### Clock nets, run 1

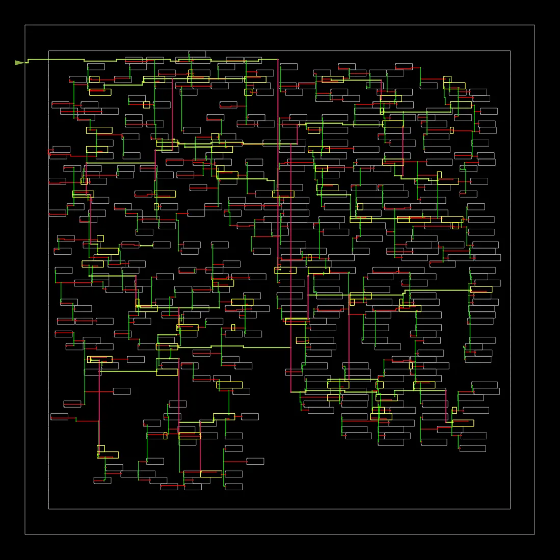
### Clock network drawn from the DEF, run 1

Drawn at 2 px/um.
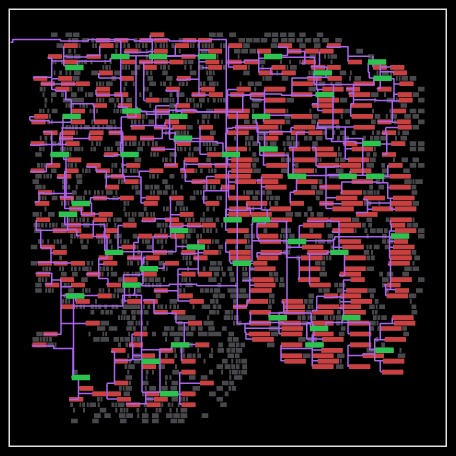
### Nets reached from selected ports, run 1

Drawn at 2 px/um.
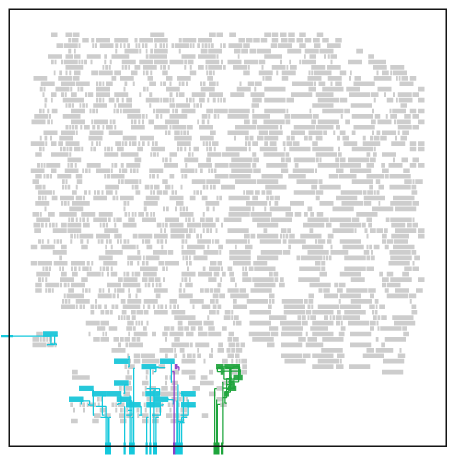
==> config.mk <==
export PLATFORM = sky130hd
export DESIGN_NAME = nn_classifier_feeder_flat
export DESIGN_NICKNAME = d
export VERILOG_FILES = /design/src/rtl/nn_classifier_feeder_if.sv /design/src/rtl/nn_classifier_feeder.sv /design/src/flat_wrapper.sv
export SDC_FILE = /design/constraint.sdc
export NUM_CORES = 1
export LEC_CHECK = 0
export CORE_MARGIN = 10
export CORE_UTILIZATION = 40
export CTS_CLUSTER_DIAMETER = 50
export DETAILED_ROUTE_END_ITERATION = 6
export PLACE_DENSITY = 0.55
export SYNTH_ARGS = -nofsm -noshare
export SYNTH_HDL_FRONTEND = slang
export SYNTH_SLANG_ARGS = --single-unit
export TNS_END_PERCENT = 1
==> constraint.sdc <==
create_clock -name clk -period 5.7 [get_ports clk]
set_input_delay 1.14 -clock clk [delete_from_list [all_inputs] [get_ports clk]]
set_output_delay 1.14 -clock clk [all_outputs]
set_load 0.01 [all_outputs]
==> notes.md <==
For the post-synthesis sequential area ratio, the log shows 58.49%. The share of cells above drive strength 1 is 9.958%, and the number of nets with antenna violations after detailed routing is 0. The run gives 0 as the max-capacitance violation count. The die is 217.8 um tall. The pin closest to its max-slew limit shows a slew of 1273 ps. After routing, the total negative slack on setup checks comes to 0 ps.

The highest-delay cell along the critical path was sky130_fd_sc_hd__clkinv_1. Per the synth log, the flip-flop and latch total comes to 385. The number of antenna diodes in the final layout is 0. The logs give 6110 ps for the required time at the worst-slack endpoint and 0 for the count of hold-fix buffers inserted at cts. TritonCTS built the clock tree. The hold path depth is 2, and the average detailed-routed wire length per instance is 21.83 um. The run gives 274.3 MHz as the upper clock frequency limit.

DRC violation total after the first TritonRoute iteration: 1041. Counting tap cells, the placed design contains a total of 2093 instances. The complex-gate fraction of the synthesized area is 16.53%, and the standard cell area after detailed placement is 17250 um2. Sorting the synthesis cell report by count puts at the top sky130_fd_sc_hd__nand2_1.

The via count of the routed design is 12.13k, and the area taken by multi-input logic gates is 5944 um2. The floorplan-stage core utilization was 40.48%; the area growth from synthesis to layout was 19.77%. The post-synthesis cell type count is 71, and the number of OpenROAD warnings is 32.

In the synthesis report, Yosys lists the chip area as 15640 um2. The run gives 18740 um2 as the post-layout instance area. Endpoints failing hold in the final report were tallied at 0. The synthesized design devotes to its leading area cell type 30.84% of total area. The core region is 38650 um2. In the global route stage, overall resource usage came out at 19.77%.

Summing the areas of all and, or, nand and nor instances in the mapped netlist gives 15.33% of the synthesized area. Of the post-synthesis cell area, the part taken by muxes is 4.919%. The run gives 72950 um for the global-route wire length before repair.

The pin count of the biggest net entering global routing is 113, and the area enclosed by the die boundary is 47420 um2. The largest fanout of any net on the critical path was 32; the initial antenna violation count was 0. The net count after synthesis is 1620. The count of pins over their slew limit was 0; the detailed-route vias per instance was 5.578. For the buffer count from post-CTS setup fixing, the log shows 0. The cell area that synthesis handed to floorplanning was 15640 um2.

STA classifies the critical path endpoint as a flip-flop. Setup slack closes at 2054 ps. The first-pass detailed-route iteration total is 7. Flip-flop and latch area: 9150 um2.

Setup repair after global routing left no endpoint under its margin. The worst-case IR drop observed on VDD is 0.1864 mV. In this run the horizontal extent of the chip is 217.8 um. The final layout report lists a filler cell count of 3574.

The report lists the number of standard-cell rows as 72. The H-tree was split into 2 levels. With the power density over the cells at 322.3 nW/um2, the average size of a mapped cell is 10.05 um2. For this design the static power due to leakage is 6.376 nW. Of the combinational cells, the family taking the most area is AND-OR/OR-AND gates. The number of buffers inserted during clock tree synthesis is 45. The flow ran to the end, and the final reports show no timing, DRC or antenna violations. Note that the worst hold path type here is reg2reg.

The library cell with the largest summed area after synthesis is sky130_fd_sc_hd__dfxtp_1. Tightest hold margin: 450.0 ps. The leading register cell type out of synthesis is sky130_fd_sc_hd__dfxtp_1. For the post-layout utilization of the core, the log shows 48.48%. For reference, the top cells by count after synthesis are sky130_fd_sc_hd__nand2_1, sky130_fd_sc_hd__dfxtp_1, sky130_fd_sc_hd__a21oi_1, sky130_fd_sc_hd__edfxtp_1, sky130_fd_sc_hd__clkbuf_1. The final period demand of the worst path came out at 3646 ps.

The pre-CTS setup check shows a worst slack of 1791 ps. The number of cells on the worst reg-to-reg path is 7. The critical path goes through inv_1 > ha_2 > clkinv_1 > o221ai_1 > a211oi_1 > o311ai_0 > mux2i_1.

Per the GRT congestion report, total overflow comes to 0. By area the synthesized netlist is led by sky130_fd_sc_hd__dfxtp_1, sky130_fd_sc_hd__edfxtp_1, sky130_fd_sc_hd__nand2_1, sky130_fd_sc_hd__a21oi_1, sky130_fd_sc_hd__mux2_2. The final period utilization is 63.97%. On the critical path the data arrives at 4050 ps.
## Picture notes: 'Clock nets'
Worst Skew: 19.08 ps
count of flip-flops and latches: 385
clock buf count: 63
Clk power: 2.84 mW

## Picture notes: 'Clock network drawn from the DEF'
red -> flip-flops  # count 385
purple -> clock wires  # length 4800 um
green -> cells driving clock nets  # count 45
routed clock nets = 46
clock network power share: 47.1%
worst-skew pair later-pin latency: 580 ps

## Picture notes: 'Nets reached from selected ports'
purple -> bus_res_ready  # direction input, edge bottom, end cells 1, buffers 1, wire 40.1 um
cyan -> bus_res_data  # direction output, edge 15 bottom, 1 left, end cells 16, buffers 16, wire 532 um
green -> bus_wr_addr  # direction input, edge bottom, end cells 13, buffers 4, wire 216 um
num ports: 127
count of input and output buffers: 126

-- run 1: worst max-delay path: cells and delay by family (launching register included) --
kind                     cells  cell delay, ps
AND-OR/OR-AND                3             850
adder cells (fa/ha/maj)      1             910
buffers and inverters        2            1140
flip-flops                   1             430
multiplexers                 1             140
-- run 1: per-layer routing --
layer | GRT usage (%) | vias to the layer above | part of all wire (%) | wire, um
met5 | 0 | - | 0 | 0
met4 | 5.508 | 0 | 1.9 | 920
met3 | 3.551 | 70 | 5.7 | 2709
met2 | 34.68 | 369 | 50 | 23930
met1 | 24.39 | 5955 | 42 | 19910
li1 | - | 5738 | - | -
-- run 1: cells in the final DEF (no fill, tap or decap), types with 29 or more instances in the layout --
cell type,instances
sky130_fd_sc_hd__nor2_1,49
sky130_fd_sc_hd__nand2_1,403
sky130_fd_sc_hd__edfxtp_1,144
sky130_fd_sc_hd__dfxtp_1,240
sky130_fd_sc_hd__buf_4,29
sky130_fd_sc_hd__mux2_2,39
sky130_fd_sc_hd__a21oi_1,181
sky130_fd_sc_hd__clkbuf_16,47
sky130_fd_sc_hd__mux2i_1,33
sky130_fd_sc_hd__clkdlybuf4s50_1,125
-- run 1: final cells by class --
class	instances	share of cell area, %
flip-flops and latches	385	48.84
multi-input cells	1027	31.73
repair buffers	155	7.900
clock buffers	63	6.939
well taps	518	3.459
clock inverters	19	0.9750
inverters	8	0.1603
-- run 1: logic make-up (layout without fill, tap and decap cells) --
kind of cell    count (synthesis)  in the layout
fa+ha+maj                       6              6
xor+xnor                        7              7
buf+inv                       145            245
mux                            72             72
flops                         385            385
simple gates                  559            559
compound gates                383            383
-- run 1: power breakdown --
group,leakage (nW),switching [mW],internal (mW)
clock,0.726,1.15,1.69
combinational,2.21,0.154,0.0901
sequential,3.44,0.0252,2.93
total,6.38,1.33,4.71
Power and IR drop assume default switching activity.
